## src/rtl/fft_bist_if.sv

```systemverilog
// rtl/fft_bist_if.sv - stimulus/golden ROM and FFT-under-test signal bundle for fft_bist
interface fft_bist_if #(
  parameter int N_POINT = 32,
  parameter int IN_W    = 11,
  parameter int OUT_W   = 17
);
  localparam int SA_W = $clog2(N_POINT);
  localparam int GA_W = $clog2(2*N_POINT);

  logic [SA_W-1:0]  stim_addr;
  logic [IN_W-1:0]  stim_data;
  logic [GA_W-1:0]  gold_addr;
  logic [OUT_W-1:0] gold_data;
  logic             dut_valid;
  logic [IN_W-1:0]  dut_x;
  logic             dut_finish;
  logic [OUT_W-1:0] dut_answer;

  modport master (
    output stim_addr, gold_addr, dut_valid, dut_x,
    input  stim_data, gold_data, dut_finish, dut_answer
  );

  modport slave (
    input  stim_addr, gold_addr, dut_valid, dut_x,
    output stim_data, gold_data, dut_finish, dut_answer
  );
endinterface

```

## src/rtl/fft_bist.sv

```systemverilog
// rtl/fft_bist.sv - FFT built-in self test: feeds N stimulus samples, checks 2N answers against golden ROM
// Optional FFT_BIST_FIRST_ERR_EN adds first_err_idx/first_err_val capture of the first mismatch.
module fft_bist #(
  parameter int N_POINT = 32,
  parameter int IN_W    = 11,
  parameter int OUT_W   = 17,
  parameter int TIMEOUT = 150,
  parameter int ERR_W   = $clog2(2*N_POINT+1)
) (
  input  logic             clk,
  input  logic             rst,
  input  logic             start,
  fft_bist_if.master       bus,
  output logic             busy,
  output logic             done,
  output logic             pass,
  output logic             timeout,
  output logic [ERR_W-1:0] err_count
`ifdef FFT_BIST_FIRST_ERR_EN
  ,
  output logic [$clog2(2*N_POINT)-1:0] first_err_idx,
  output logic [OUT_W-1:0]             first_err_val
`endif
);
  localparam int SA_W = $clog2(N_POINT);
  localparam int GA_W = $clog2(2*N_POINT);
  localparam int FC_W = SA_W + 1;
  localparam int OC_W = GA_W + 1;
  localparam int CW   = $clog2(TIMEOUT + 1);
  localparam logic [ERR_W-1:0] ERR_MAX = '1;

  typedef enum logic [1:0] {S_IDLE, S_FEED, S_DRAIN, S_DONE} state_t;

  state_t           state_q, state_d;
  logic [FC_W-1:0]  feed_cnt_q, feed_cnt_d;
  logic [OC_W-1:0]  out_cnt_q, out_cnt_d;
  logic [CW-1:0]    cyc_q, cyc_d;
  logic             busy_q, busy_d;
  logic             done_q, done_d;
  logic             pass_q, pass_d;
  logic             timeout_q, timeout_d;
  logic [ERR_W-1:0] err_q, err_d;
  logic             valid_q, valid_d;
  logic [IN_W-1:0]  x_q, x_d;

  logic accept;
  logic check;
  logic mismatch;

  assign accept   = start && (state_q == S_IDLE || state_q == S_DONE);
  assign check    = bus.dut_finish && (state_q == S_FEED || state_q == S_DRAIN);
  assign mismatch = check && (bus.dut_answer != bus.gold_data);

  always_comb begin
    state_d    = state_q;
    feed_cnt_d = feed_cnt_q;
    out_cnt_d  = out_cnt_q;
    cyc_d      = cyc_q;
    busy_d     = busy_q;
    done_d     = done_q;
    pass_d     = pass_q;
    timeout_d  = timeout_q;
    err_d      = err_q;
    valid_d    = 1'b0;
    x_d        = '0;
    case (state_q)
      S_IDLE, S_DONE: begin
        if (accept) begin
          state_d    = S_FEED;
          feed_cnt_d = '0;
          out_cnt_d  = '0;
          cyc_d      = '0;
          busy_d     = 1'b1;
          done_d     = 1'b0;
          pass_d     = 1'b0;
          timeout_d  = 1'b0;
          err_d      = '0;
        end
      end
      S_FEED, S_DRAIN: begin
        cyc_d = cyc_q + CW'(1);
        if (state_q == S_FEED) begin
          if (feed_cnt_q == FC_W'(N_POINT)) begin
            state_d = S_DRAIN;
          end else begin
            valid_d    = 1'b1;
            x_d        = bus.stim_data;
            feed_cnt_d = feed_cnt_q + FC_W'(1);
          end
        end
        if (check) begin
          out_cnt_d = out_cnt_q + OC_W'(1);
          if (mismatch && err_q != ERR_MAX) begin
            err_d = err_q + ERR_W'(1);
          end
        end
        // The final word wins over a timeout landing on the same edge.
        if (check && out_cnt_q == OC_W'(2*N_POINT-1)) begin
          state_d = S_DONE;
          busy_d  = 1'b0;
          done_d  = 1'b1;
          pass_d  = (err_d == '0);
          valid_d = 1'b0;
          x_d     = '0;
        end else if (cyc_q == CW'(TIMEOUT-1)) begin
          state_d   = S_DONE;
          busy_d    = 1'b0;
          done_d    = 1'b1;
          timeout_d = 1'b1;
          pass_d    = 1'b0;
          valid_d   = 1'b0;
          x_d       = '0;
        end
      end
      default: state_d = S_IDLE;
    endcase
  end

  always_ff @(posedge clk or posedge rst) begin
    if (rst) begin
      state_q    <= S_IDLE;
      feed_cnt_q <= '0;
      out_cnt_q  <= '0;
      cyc_q      <= '0;
      busy_q     <= 1'b0;
      done_q     <= 1'b0;
      pass_q     <= 1'b0;
      timeout_q  <= 1'b0;
      err_q      <= '0;
      valid_q    <= 1'b0;
      x_q        <= '0;
    end else begin
      state_q    <= state_d;
      feed_cnt_q <= feed_cnt_d;
      out_cnt_q  <= out_cnt_d;
      cyc_q      <= cyc_d;
      busy_q     <= busy_d;
      done_q     <= done_d;
      pass_q     <= pass_d;
      timeout_q  <= timeout_d;
      err_q      <= err_d;
      valid_q    <= valid_d;
      x_q        <= x_d;
    end
  end

  assign bus.stim_addr = feed_cnt_q[SA_W-1:0];
  assign bus.gold_addr = out_cnt_q[GA_W-1:0];
  assign bus.dut_valid = valid_q;
  assign bus.dut_x     = x_q;
  assign busy          = busy_q;
  assign done          = done_q;
  assign pass          = pass_q;
  assign timeout       = timeout_q;
  assign err_count     = err_q;

`ifdef FFT_BIST_FIRST_ERR_EN
  logic [GA_W-1:0]  first_idx_q, first_idx_d;
  logic [OUT_W-1:0] first_val_q, first_val_d;

  // A zero error count means no mismatch has been captured yet in this test.
  always_comb begin
    first_idx_d = first_idx_q;
    first_val_d = first_val_q;
    if (accept) begin
      first_idx_d = '0;
      first_val_d = '0;
    end else if (mismatch && err_q == '0) begin
      first_idx_d = out_cnt_q[GA_W-1:0];
      first_val_d = bus.dut_answer;
    end
  end

  always_ff @(posedge clk or posedge rst) begin
    if (rst) begin
      first_idx_q <= '0;
      first_val_q <= '0;
    end else begin
      first_idx_q <= first_idx_d;
      first_val_q <= first_val_d;
    end
  end

  assign first_err_idx = first_idx_q;
  assign first_err_val = first_val_q;
`endif
endmodule

```

## src/flat_wrapper.sv

```systemverilog
// flat-port wrapper written by rule: the top's interface ports become plain ports
module fft_bist_flat 
#(
  parameter int N_POINT = 32,
  parameter int IN_W    = 11,
  parameter int OUT_W   = 17,
  parameter int TIMEOUT = 150,
  parameter int ERR_W   = $clog2(2*N_POINT+1)
)
  (clk, rst, start, busy, done, pass, timeout, err_count, bus_stim_addr, bus_gold_addr, bus_dut_valid, bus_dut_x, bus_stim_data, bus_gold_data, bus_dut_finish, bus_dut_answer);
  fft_bist_if #(.N_POINT(N_POINT), .IN_W(IN_W), .OUT_W(OUT_W)) bus_i ();
  input  logic clk;
  input  logic rst;
  input  logic start;
  output logic busy;
  output logic done;
  output logic pass;
  output logic timeout;
  output logic [ERR_W-1:0] err_count;
  output wire logic [$bits(bus_i.stim_addr)-1:0] bus_stim_addr;
  output wire logic [$bits(bus_i.gold_addr)-1:0] bus_gold_addr;
  output wire logic [$bits(bus_i.dut_valid)-1:0] bus_dut_valid;
  output wire logic [$bits(bus_i.dut_x)-1:0] bus_dut_x;
  input wire logic [$bits(bus_i.stim_data)-1:0] bus_stim_data;
  input wire logic [$bits(bus_i.gold_data)-1:0] bus_gold_data;
  input wire logic [$bits(bus_i.dut_finish)-1:0] bus_dut_finish;
  input wire logic [$bits(bus_i.dut_answer)-1:0] bus_dut_answer;
  assign bus_stim_addr = bus_i.stim_addr;
  assign bus_gold_addr = bus_i.gold_addr;
  assign bus_dut_valid = bus_i.dut_valid;
  assign bus_dut_x = bus_i.dut_x;
  assign bus_i.stim_data = bus_stim_data;
  assign bus_i.gold_data = bus_gold_data;
  assign bus_i.dut_finish = bus_dut_finish;
  assign bus_i.dut_answer = bus_dut_answer;
  fft_bist #(.N_POINT(N_POINT), .IN_W(IN_W), .OUT_W(OUT_W), .TIMEOUT(TIMEOUT), .ERR_W(ERR_W)) u_core (.clk(clk), .rst(rst), .start(start), .bus(bus_i), .busy(busy), .done(done), .pass(pass), .timeout(timeout), .err_count(err_count));
endmodule
```

## config.mk

```make
export PLATFORM = sky130hd
export DESIGN_NAME = fft_bist_flat
export DESIGN_NICKNAME = d
export VERILOG_FILES = /design/src/rtl/fft_bist_if.sv /design/src/rtl/fft_bist.sv /design/src/flat_wrapper.sv
export SDC_FILE = /design/constraint.sdc
export NUM_CORES = 1
export LEC_CHECK = 0
export CORE_MARGIN = 2
export CORE_UTILIZATION = 55
export CTS_CLUSTER_DIAMETER = 40
export DETAILED_ROUTE_END_ITERATION = 10
export DONT_BUFFER_PORTS = 1
export GPL_TIMING_DRIVEN = 0
export PLACE_DENSITY = 0.71
export SETUP_SLACK_MARGIN = 0.05
export SLEW_MARGIN = 25
export SYNTH_ARGS = -nofsm -noshare
export SYNTH_HDL_FRONTEND = slang
export SYNTH_SLANG_ARGS = --single-unit
```

## constraint.sdc

```tcl
create_clock -name clk -period 2.3 [get_ports clk]
set_input_delay 0.46 -clock clk [delete_from_list [all_inputs] [get_ports clk]]
set_output_delay 0.46 -clock clk [all_outputs]
set_load 0.005 [all_outputs]
```

Figure 1. Clock wiring as the flow saved it (run 1).
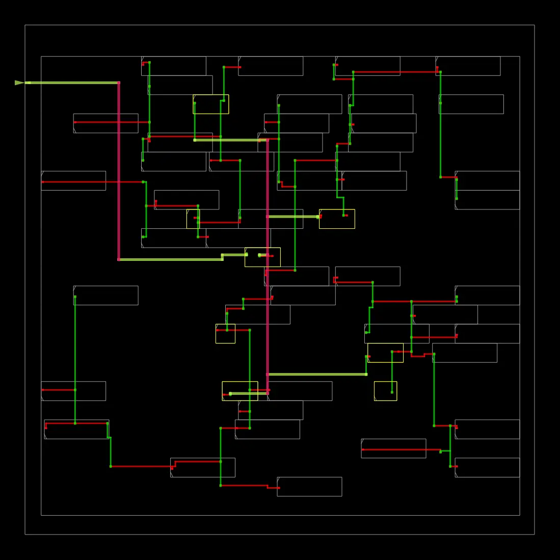
# clock sinks: 46
TritonCTS Buffers: 5
clkbuf count: 5
Power Clock: 0.000503 W

Figure 2. Placement by cell class (run 1).
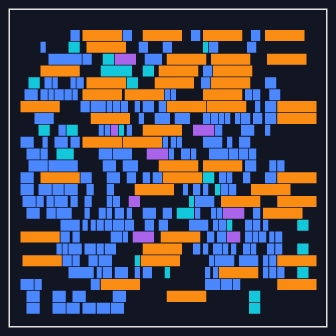
color	class	cells	share of their area
purple	clock drivers and dummy loads	8	3.3%
blue	remaining logic cells	208	48%
orange	registers	46	42%
cyan	remaining buffers and delay cells	23	6.1%
flop share of the area: 0.412
core area: 4440 um2
Design Area, Final: 2790 um2

==> results_slide.txt, run 1 <==
Synthesis and Place & Route Summary

Pwr
  – Combinational Power Share: 0.233
  – Switch Pwr: just over 0.0007 W
  – Maximum VDD drop: 507 uV
  – Seq pwr share: 0.525
  – Sw Ratio: 0.339

Final layout
  – Multi-input gate area: roughly 1300 um2
  – # diodes: 0
  – Buffering overhead: 0.0596
  – Fill cell count: about 380
  – Flop count: 46
  – Layout cells sized above 1: 0.133
  – Max reg flops: 11
  – Non-filler cells, final: about 340

Clocking
  – CTS root buf: clkbuf_8
  – CTS clk-pin slew, worst paths: approximately 0.090 ns
  – Hold buffer count at cts: 0
  – Late-Pin Clk Latency: approximately 0.30 ns

Setup path
  – Setup crit end: u_core.pass
  – Critical Path, Cell by Cell: ha_1 > buf_6 > nor2b_2 > buf_6 > nand4_4 > or3_4 > a311o_1 > o31ai_2
  – Cell mode on critical path: buf_6
  – Cell count along the critical path: 8
  – RR Startpoint: u_core.state_q[1]
  – Critical path type: reg -> reg
  – Max stage delay cell, worst path: dfrtp_1
  – Delay-heaviest family, CP: simple AND/OR/NAND/NOR gates

Synth
  – Post-synth cell types: between 40 and 50
  – Sequential-to-total area share from yosys stat: 0.446
  – Post-Synthesis Cells: approximately 270
  – Synth mux share: 0.0116
  – Post-Synth Simple-Gate Area: 0.215
  – # Cells Yosys: 274

Timing
  – Worst-margin pin slew: 0.736 ns
  – Final Hold Fails: 2
  – Unrepaired setup endpoints after global routing: false
  – Final hold slack: -0.000441 ns
  – Final max-slew violation count: 0
  – Minimum clock period: roughly 2.1 ns

Global routing
  – Initial antenna violation count: 0

Routing
  – Max Used Layer: met4
  – Initial DRC count: about 120
  – Antenna-violating nets left: 0
  – Met2 WL post-DR: roughly 2600 um

Run
  – Number of max-cap violations: 0
  – Log Warnings: 29

Placed design
  – Final Wtd Congestion: 0.834
  – DP HPWL: 3780 um
  – I/O Buffers: 0

Die
  – Tap Cells: approximately 52

Run status
  – Outcome: finished, violations left
  – Failing checks: hold timing
Figure 3. Sequential cells colored by netlist name (run 1).
Other sequential cells in the stronger gray, the rest of the logic in the fainter gray.
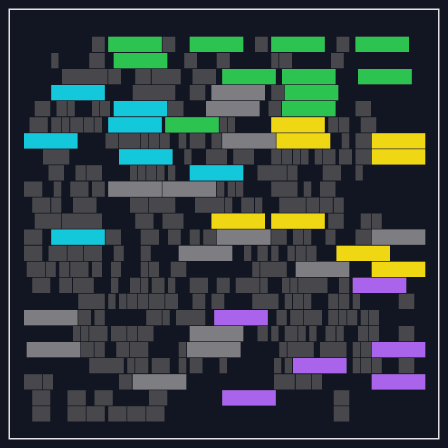
color	signal	sequential cells
purple	u_core.feed_cnt_q	6
green	u_core.bus.dut_x	11
yellow	u_core.cyc_q	8
cyan	u_core.out_cnt_q	7
not colored	14

[run 1: power by group through the flow]
stage | registers (W) | logic, W | clock network (W)
finish | 0.00109 | 0.000486 | 0.000503
global route | 0.00112 | 0.000550 | 0.000545
CTS | 0.00110 | 0.000490 | 0.000511
detailed placement | 0.00111 | 0.000479 | 0
global placement | 0.00110 | 0.000468 | 0
floorplan | 0.00106 | 0.000414 | 0
[run 1: metrics by stage]
step	setup WS (ns)	cell area [um2]
after floorplan	0.0940	2580
after global placement	-0.0391	2640
after detailed placement	-0.0578	2660
after CTS	0.0775	2790
after global routing	0.0655	2790
final	0.177	2790
[run 1: cell usage after synthesis (2+ instances only)]
| master | instances | share of area |
|---|---|---|
| and2_1 | 11 | 0.027 |
| nand3_1 | 11 | 0.021 |
| a31oi_1 | 2 | 0.0049 |
| o211ai_1 | 3 | 0.0087 |
| xor2_1 | 7 | 0.024 |
| clkbuf_1 | 7 | 0.010 |
| or2_2 | 2 | 0.0049 |
| nand2b_1 | 3 | 0.0073 |
| o21ai_0 | 21 | 0.041 |
| dfrtp_1 | 46 | 0.45 |
| o22ai_1 | 6 | 0.015 |
| inv_1 | 9 | 0.013 |
| mux2i_1 | 3 | 0.012 |
| nand4_1 | 8 | 0.019 |
| and3_1 | 2 | 0.0049 |
| a211oi_1 | 3 | 0.0087 |
| buf_4 | 12 | 0.035 |
| nand2_1 | 39 | 0.057 |
| ha_1 | 8 | 0.039 |
| xnor2_1 | 14 | 0.048 |
| nor2_1 | 6 | 0.0087 |
| a21oi_1 | 11 | 0.021 |
| o31ai_1 | 4 | 0.012 |
| nor3_1 | 11 | 0.021 |
==> run 2: changes to the inputs <==
CORE_UTILIZATION = 42   (was 55)
DONT_BUFFER_PORTS = default   (was 1)
PLACE_DENSITY = 0.75   (was 0.71)
Figure 4. Signal wires on met4 (run 2).
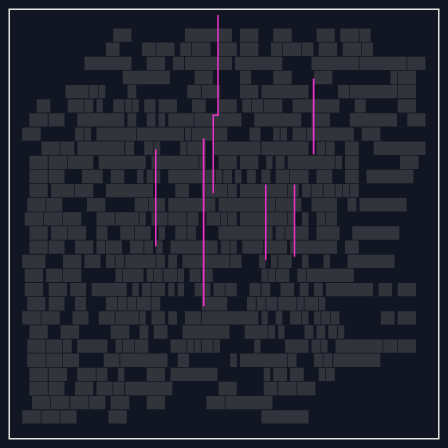
longest straight run	32.0 um
share of all routed wire	2.1%
main direction	vertical
final wirelength: 6170 um
vias: 2378

Figure 5. Placement by cell class (run 2).
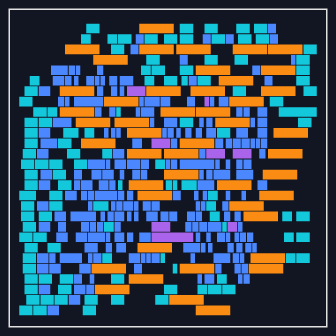
color	class	cells	share of their area
purple	clock drivers and dummy loads	8	3.0%
blue	remaining logic cells	208	37%
cyan	remaining buffers and delay cells	113	29%
orange	registers	46	31%
# rows: 28
fin util: 0.635
flop share of the area: 0.306

==> run 2 against run 1 <==
Effect of this change: first-iteration DRC count increased by 15%; fmax fell by 2.2%; utilization up 0.67 points; critical path type is now in -> reg; clock skew grew 0.0026 ns; hold slack improved by 0.50 ns; the run now ends clean.
==> results_slide.txt, run 2 <==
Synthesis and Place & Route Summary

Setup path
  – Delay-heaviest family, CP: simple AND/OR/NAND/NOR gates
  – RR Startpoint: u_core.state_q[0]

Clocking
  – # clock sinks: 46
  – Hold buffer count at cts: 0
  – Late-Pin Clk Latency: roughly 0.30 ns

Pwr
  – P_comb: a little under 0.0008 W
  – Power Clock: between 0.0005 and 0.0006 W
  – Seq pwr: around 0.0011 W
  – Sw Ratio: 0.301
  – Top power group: registers
  – Combinational Power Share: 0.316

Final layout
  – Buffering overhead: 0.282
  – Layout cells sized above 1: 0.128
  – Fill cell count: 499
  – Non-filler cells, final: 450
  – Max reg flops: 11
  – Clkbuf count: 6

Die
  – Tap Cells: approximately 75
  – Core area: between 5000 and 6000 um2

Synth
  – Top cells by area: dfrtp_1 45%, nand2_1 5.7%, xnor2_1 4.8%
  – Most common cell in the netlist: dfrtp_1
  – Sequential-to-total area share from yosys stat: 0.446
  – Yosys top cell by area: dfrtp_1

Run
  – Log Warnings: 29
  – Number of max-cap violations: 0

Routing
  – Max Used Layer: met4
  – Antenna-violating nets left: 0

Global routing
  – Initial antenna violation count: 0

Timing
  – Final Hold Fails: 0
  – Worst-margin pin slew: 0.655 ns
  – Unrepaired setup endpoints after global routing: false

Placed design
  – DP HPWL: approximately 4600 um

Run status
  – Outcome: complete, no violations
-- run 2: cell types whose count changed in the layout (fill, tap and decap cells not counted), sizes merged --
| cell | previous run | this run |
|---|---|---|
| clkinv | 3 | 1 |
| bufinv | 0 | 1 |
| dlymetal6s2s | 0 | 1 |
| clkbuf | 12 | 13 |
| buf | 16 | 24 |
| clkdlybuf4s50 | 0 | 81 |
-- run 2: worst max path at each step --
stage                                 start           to  slack (ns)  cells after the start
after floorplan           u_core.state_q[0]  u_core.pass        0.09                      9
after global placement    bus_gold_data[10]  u_core.pass       -0.29                      7
after detailed placement  bus_gold_data[10]  u_core.pass       -0.36                      7
after CTS                 bus_gold_data[10]  u_core.pass        0.07                      7
after global routing      bus_dut_answer[8]  u_core.pass        0.06                      8
final                     bus_dut_answer[8]  u_core.pass        0.13                      8
-- run 2: metrics by stage --
step	area [um2]	hold WS, ns	TNS (ns)	setup slack, ns
floorplan	2580	0.452	0	0.0940
global placement	3490	0.470	-9.29	-0.291
detailed placement	3520	0.475	-2.09	-0.364
CTS	3670	0.505	0	0.0677
global route	3760	0.528	0	0.0618
finish	3760	0.500	0	0.129
-- run 2: repair_timing --
action	4_1_cts	5_1_grt
setup endpoints to repair	10	11
hold endpoints to repair	0	0
gates cloned	0	1
buffers inserted	3	6
gates resized	3	8
pin swaps	1	5
-- run 2: kinds of logic (layout without fill, tap and decap cells) --
logic type | count (synthesis) | in the layout | share of synthesized area
buf+inv | 30 | 131 | 0.0640
simple gates | 104 | 104 | 0.215
mux | 3 | 3 | 0.0116
compound gates | 62 | 62 | 0.153
xor+xnor | 21 | 21 | 0.0713
flops | 46 | 46 | 0.446
fa+ha+maj | 8 | 8 | 0.0388
Power is estimated from default activity; no workload was simulated.
